$ cat src/rtl/uart_frame_streamer.sv
// Serialises a DATA_WIDTH-bit snapshot as a burst of 8N1/8N2 UART bytes with a start/busy/done handshake.
// Optional build macro UART_FRAME_CHECKSUM_EN appends a modulo-256 sum byte after the payload.
module uart_frame_streamer #(
  parameter int DATA_WIDTH         = 1072,
  parameter int UART_TICKS_PER_BIT = 139,
  parameter int GAP_TICKS          = 727273,
  parameter bit MSB_BYTE_FIRST     = 1'b0,
  parameter int STOP_BITS          = 1,
  localparam int NUM_BYTES         = DATA_WIDTH / 8,
  localparam int IDX_W             = $clog2(NUM_BYTES + 1)
) (
  input  logic                  clk_in,
  input  logic                  reset,
  input  logic [DATA_WIDTH-1:0] data_in,
  input  logic                  start,
  input  logic                  repeat_en,
  output logic                  busy,
  output logic                  done,
  output logic [IDX_W-1:0]      byte_index,
  output logic                  tx_out
);

  localparam int TICK_W = $clog2(UART_TICKS_PER_BIT);
  localparam int GAP_W  = (GAP_TICKS > 1) ? $clog2(GAP_TICKS) : 1;

  localparam logic [TICK_W-1:0] TICK_LAST = TICK_W'(UART_TICKS_PER_BIT - 1);
  localparam logic [GAP_W-1:0]  GAP_LAST  = GAP_W'(GAP_TICKS - 1);
  localparam logic [2:0]        STOP_LAST = 3'(STOP_BITS - 1);
  localparam logic [IDX_W-1:0]  LAST_POS  = IDX_W'(NUM_BYTES - 1);

  typedef enum logic [2:0] {IDLE, START, DATA, STOP, NEXT, GAP} state_e;

  state_e                state_q, state_d;
  logic [TICK_W-1:0]     tick_q, tick_d;
  logic [2:0]            bit_q, bit_d;
  logic [IDX_W-1:0]      idx_q, idx_d;
  logic [GAP_W-1:0]      gap_q, gap_d;
  logic [7:0]            shift_q, shift_d;
  logic [DATA_WIDTH-1:0] shadow_q, shadow_d;
  logic                  tx_q, tx_d;
  logic                  busy_q, busy_d;
  logic                  done_q, done_d;
  logic                  tick_end, load_frame, load_next, more_bytes;
`ifdef UART_FRAME_CHECKSUM_EN
  logic [7:0]            sum_q, sum_d;
  assign more_bytes = (idx_q < IDX_W'(NUM_BYTES));
`else
  assign more_bytes = (idx_q < LAST_POS);
`endif

  // The shadow register is consumed as a shift register so the next byte is always at one end.
  function automatic logic [7:0] head_byte(input logic [DATA_WIDTH-1:0] v);
    if (MSB_BYTE_FIRST) return v[DATA_WIDTH-1 -: 8];
    else                return v[7:0];
  endfunction

  function automatic logic [DATA_WIDTH-1:0] advance(input logic [DATA_WIDTH-1:0] v);
    if (MSB_BYTE_FIRST) return v << 8;
    else                return v >> 8;
  endfunction

  always_comb begin
    // NOTE: every signal assigned here gets a default first, so no path can infer a latch.
    state_d    = state_q;
    tick_d     = tick_q;
    bit_d      = bit_q;
    idx_d      = idx_q;
    gap_d      = gap_q;
    shift_d    = shift_q;
    shadow_d   = shadow_q;
    done_d     = 1'b0;
    load_frame = 1'b0;
    load_next  = 1'b0;
`ifdef UART_FRAME_CHECKSUM_EN
    sum_d      = sum_q;
`endif
    tick_end   = (tick_q == TICK_LAST);

    case (state_q)
      IDLE: load_frame = start;
      START: begin
        if (tick_end) begin
          tick_d  = '0;
          bit_d   = '0;
          state_d = DATA;
        end else tick_d = tick_q + TICK_W'(1);
      end
      DATA: begin
        if (tick_end) begin
          tick_d  = '0;
          shift_d = shift_q >> 1;
          if (bit_q == 3'd7) begin
            bit_d   = '0;
            state_d = STOP;
          end else bit_d = bit_q + 3'd1;
        end else tick_d = tick_q + TICK_W'(1);
      end
      STOP: begin
        if (tick_end) begin
          tick_d = '0;
          if (bit_q == STOP_LAST) begin
            bit_d   = '0;
            state_d = NEXT;
          end else bit_d = bit_q + 3'd1;
        end else tick_d = tick_q + TICK_W'(1);
      end
      GAP: begin
        if (gap_q == GAP_LAST) begin
          if (repeat_en) load_frame = 1'b1;
          else begin
            state_d = IDLE;
            done_d  = 1'b1;
          end
        end else gap_d = gap_q + GAP_W'(1);
      end
      default: state_d = IDLE;
    endcase

    // NEXT is resolved on the same edge the last stop period expires; it is never occupied.
    if (state_d == NEXT) begin
      if (more_bytes) load_next = 1'b1;
      else if (repeat_en) begin
        state_d = GAP;
        gap_d   = '0;
      end else begin
        state_d = IDLE;
        done_d  = 1'b1;
      end
    end

    if (load_frame) begin
      shift_d  = head_byte(data_in);
      shadow_d = advance(data_in);
      idx_d    = '0;
      tick_d   = '0;
      state_d  = START;
`ifdef UART_FRAME_CHECKSUM_EN
      sum_d    = head_byte(data_in);
`endif
    end

    if (load_next) begin
      shadow_d = advance(shadow_q);
      idx_d    = idx_q + IDX_W'(1);
      tick_d   = '0;
      state_d  = START;
`ifdef UART_FRAME_CHECKSUM_EN
      if (idx_q == LAST_POS) shift_d = sum_q;
      else begin
        shift_d = head_byte(shadow_q);
        sum_d   = sum_q + head_byte(shadow_q);
      end
`else
      shift_d  = head_byte(shadow_q);
`endif
    end

    if (state_d == IDLE) idx_d = '0;

    case (state_d)
      START:   tx_d = 1'b0;
      DATA:    tx_d = shift_d[0];
      default: tx_d = 1'b1;
    endcase
    busy_d = (state_d != IDLE);
  end

  // NOTE: sequential state uses non-blocking assignments so every flop samples pre-edge values.
  always_ff @(posedge clk_in or negedge reset) begin
    if (!reset) begin
      state_q <= IDLE;
      tick_q  <= '0;
      bit_q   <= '0;
      idx_q   <= '0;
      gap_q   <= '0;
      shift_q <= '0;
      tx_q    <= 1'b1;
      busy_q  <= 1'b0;
      done_q  <= 1'b0;
`ifdef UART_FRAME_CHECKSUM_EN
      sum_q   <= '0;
`endif
    end else begin
      state_q <= state_d;
      tick_q  <= tick_d;
      bit_q   <= bit_d;
      idx_q   <= idx_d;
      gap_q   <= gap_d;
      shift_q <= shift_d;
      tx_q    <= tx_d;
      busy_q  <= busy_d;
      done_q  <= done_d;
`ifdef UART_FRAME_CHECKSUM_EN
      sum_q   <= sum_d;
`endif
    end
  end

  // NOTE: the wide shadow register is pure datapath, always written at frame load, so it has no reset.
  always_ff @(posedge clk_in) begin
    shadow_q <= shadow_d;
  end

  assign busy       = busy_q;
  assign done       = done_q;
  assign byte_index = idx_q;
  assign tx_out     = tx_q;

endmodule

$ cat config.mk
export PLATFORM = sky130hd
export DESIGN_NAME = uart_frame_streamer
export DESIGN_NICKNAME = d
export VERILOG_FILES = /design/src/rtl/uart_frame_streamer.sv
export SDC_FILE = /design/constraint.sdc
export NUM_CORES = 2
export LEC_CHECK = 0
export CAP_MARGIN = 20
export CORE_AREA = 2 2 417 419
export CTS_CLUSTER_SIZE = 25
export DETAILED_ROUTE_END_ITERATION = 16
export DIE_AREA = 0 0 419 421
export GPL_TIMING_DRIVEN = 0
export PLACE_DENSITY_LB_ADDON = 0.2
export SLEW_MARGIN = 0
export SYNTH_ARGS = -nofsm -noshare
export SYNTH_HDL_FRONTEND = slang
export SYNTH_SLANG_ARGS = --single-unit
$ cat constraint.sdc
create_clock -name clk_in -period 30.1 [get_ports clk_in]
set_input_delay 3.01 -clock clk_in [delete_from_list [all_inputs] [get_ports clk_in]]
set_output_delay 3.01 -clock clk_in [all_outputs]
set_load 0.01 [all_outputs]
==> run summary <==
minimum clock period after layout -> 6.22 ns
die height -> 421 um
count leader, synth -> nand2_1
Slew headroom -> 0.351
critical path's slowest cell -> clkbuf_8
first-pass GRT wire length -> 244 mm
area grow syn2layout -> 38.1%
Clock Skew -> 0.0352 ns
GP Congestion -> 0.948
initial antenna violation count -> 74
share of cells above drive strength 1 -> 0.0622
# port buffers -> 1086
Power Dens Cells -> 52.6 nW/um2
H-tree depth -> 4
largest net degree at the start of global routing -> 112
Final Hold Violation Tally -> 0
sequential element share of the synthesized area -> 0.693
Worst Tran Pin Value -> 0.973 ns
top cells by count -> nand2_1, edfxtp_1, buf_2
Int Pwr -> 2750 uW
Largest cells by area -> edfxtp_1, nand2_1, dfrtp_1
Synth Instances -> 4807
yosys stat chip area -> 48000 um2
CP arrival -> 6.58 ns
leak pwr -> 0.0268 uW
Seq pwr share -> 0.487
hold-fix buffers at CTS -> 0
leading area contributor after synthesis -> edfxtp_1
HP Class -> register to register
detailed-router iteration count before antenna repair -> 5
Setup crit end kind -> register
number of global-route vias before repair -> 36800
Die W -> 419 um
CTS root buf -> clkbuf_16
Final ANT Viol Nets -> 0
NetSw -> 742 uW
Post-Syn Nets -> 5892
total CTS buffers -> 132
RSZ-0062 raised after global routing -> false
Slew Viols, Final -> 0
ys flops -> 1117
drt initial violations -> 2601
Buf+Inv Stages, Crit Path -> 5
Clk pwr share -> 0.448
Worst path top cell family by delay -> buffers and inverters
most used cell, CP -> buf_16
crit path launch type -> primary input
GRT overflow -> 0
postcts setup bufs -> 0
CP peak stage delay -> 0.68 ns
Peak Freq -> 0.161 GHz
Init Core Util -> 0.278
Final Cycle Share -> 0.207
CTS tree -> yes
Syn Area/Cell -> 9.99 um2
detailed-route DRC error count -> 0
total length of routed wires -> 172 mm
post-place setup slack -> 23.09 ns
die area -> 176000 um2
mapped cell area -> 48000 um2
worst-path cell chain -> clkdlybuf4s50_1 -> nand2_1 -> o31a_1 -> nand2_1 -> clkbuf_8 -> buf_16 -> buf_16 -> buf_16
vias -> 37100
routed len/inst -> 20.3 um
Late-Pin Clk Latency -> 0.75 ns
Setup CP Type -> primary input to register
Yosys warning count -> 0
yosys stat cell total -> 4807
row count -> 153
Critical Path RT -> 30.45 ns
final setup violation count -> 0
switching portion of total power -> 0.212
clk buf depth -> 3
Crit Path Max Fanout -> 110
Total Routing Usage GR -> 0.190
Final Net Count -> 7124
fin worst setup slack -> 23.88 ns
Max IR drop VDD -> 0.0477 mV
setup_tns -> 0 ns
Synth top area share -> 0.665
IO Pins -> 1087
Post-synth EDFFs -> 1064
post_cts resized -> 0
Logic pwr share -> 0.065
prevailing post-synth register cell -> edfxtp_1
# clock sinks -> 1117
status -> complete, no violations
asr flop ratio synth -> 0.0474
Util after Layout -> 0.385
==> through the flow <==
| step | hold slack [ns] | cells | instance area, um2 |
|---|---|---|---|
| after detailed placement | 0.455 | 8230 | 62100 |
| after global placement | 0.448 | 8218 | 61800 |
| after global routing | 0.484 | 8492 | 66300 |
| final | 0.471 | 8497 | 66300 |
| after floorplan | 0.426 | 4807 | 48000 |
| after CTS | 0.470 | 8464 | 66300 |
==> power groups by stage <==
stage | Clock, uW | Combinational, uW | Sequential, uW
final | 1560 | 227 | 1700
after CTS | 1610 | 230 | 1700
after detailed placement | 0 | 228 | 1730
after global placement | 0 | 228 | 1730
after global routing | 1660 | 247 | 1700
after floorplan | 0 | 54.1 | 1730
==> cell type report <==
cell class | instances | area, um2
tap | 2325 | 2910
antenna | 33 | 82.6
multi-input combinational | 3427 | 13500
fill | 17200 | 106000
sequential | 1117 | 33300
buffer | 247 | 1240
timing repair buffer | 1098 | 11200
inverter | 16 | 60.1
clock inverter | 66 | 618
clock buffer | 168 | 3520
==> cell families (layout without fill, tap and decap cells) <==
group	after synthesis	after routing	synth area share
simple gates	3337	3337	0.266
compound gates	58	58	0.00784
flops	1117	1117	0.693
buf+inv	263	1595	0.0268
fa+ha+maj	9	9	0.00234
xor+xnor	20	20	0.00365
other cells	0	33	0
mux	3	3	0.000651
==> flip-flops by register name, indices dropped and copies added (netlist names) <==
signal,flops
gap_q,20
tx_out,1
done,1
byte_index,8
shadow_q,1064
state_q,3
busy,1
bit_q,3
shift_q,8
tick_q,8
==> worst min-delay path, stage by stage (launching register included) <==
cell	delay [ns]
edfxtp_1	0.33
nand2_1	0.05
o21ai_0	0.06
==> cell usage in the layout, fill, tap and decap left out, types with 10 or more instances in the layout <==
master / n
dfrtp_1: 52
diode_2: 33
buf_4: 11
clkinv_2: 14
clkbuf_16: 136
o21ai_0: 12
nand3_1: 19
inv_1: 16
xor2_1: 11
clkinv_1: 25
buf_2: 167
a21oi_1: 15
edfxtp_1: 1064
nor2_1: 44
nand2_1: 3204
buf_16: 10
clkbuf_1: 94
clkdlybuf4s50_1: 1085
==> metal layers <==
metal,part of all wire,GRT usage
met1,0.39,0.222
met2,0.51,0.338
met3,0.061,0.0452
met4,0.029,0.0623
met5,0.0017,0
==> path summary, 6_finish.rpt <==
path	startpoint	endpoint	slack (ns)	cells after the start
setup reg to reg	tick_q[4]	shadow_q[327]	25.28	8
max in group asynchronous	reset	tx_out	27.29	2
hold / removal	shadow_q[0]	shift_q[0]	0.47	2
min in group asynchronous	reset	tick_q[0]	2.21	1
hold reg to reg	shadow_q[0]	shift_q[0]	0.47	2
setup / recovery	repeat_en	shadow_q[327]	23.88	8
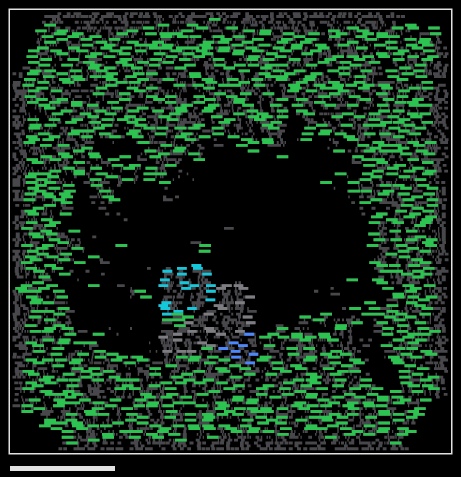
flops_by_reg.png
Scale bar: 100 um. Other sequential cells in the stronger grey, the rest of the logic in the fainter grey.
Key: blue = shift_q [flops 8, where bottom centre]; green = shadow_q [flops 1064, where all over the die]; cyan = gap_q [flops 20]
Another 25 sequential cells are not coloured.

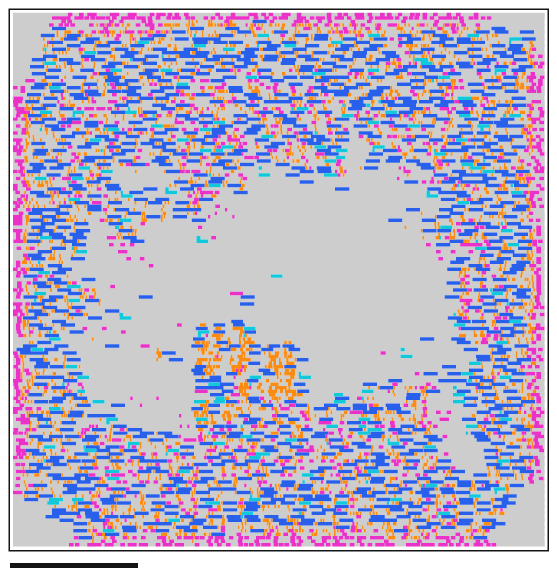
placement_by_type.png
Scale bar: 100 um. Fill, decap, tap and diode cells in grey.
Key: magenta = remaining buffers and delay cells [cells 1345, share of their area 20%]; blue = sequential cells [cells 1117, share of their area 53%]; orange = combinational and other logic [cells 3443, share of their area 21%]; cyan = clock drivers and dummy loads [cells 234, share of their area 6.5%]

No activity file was given, so power comes from the tool's default toggle rates.
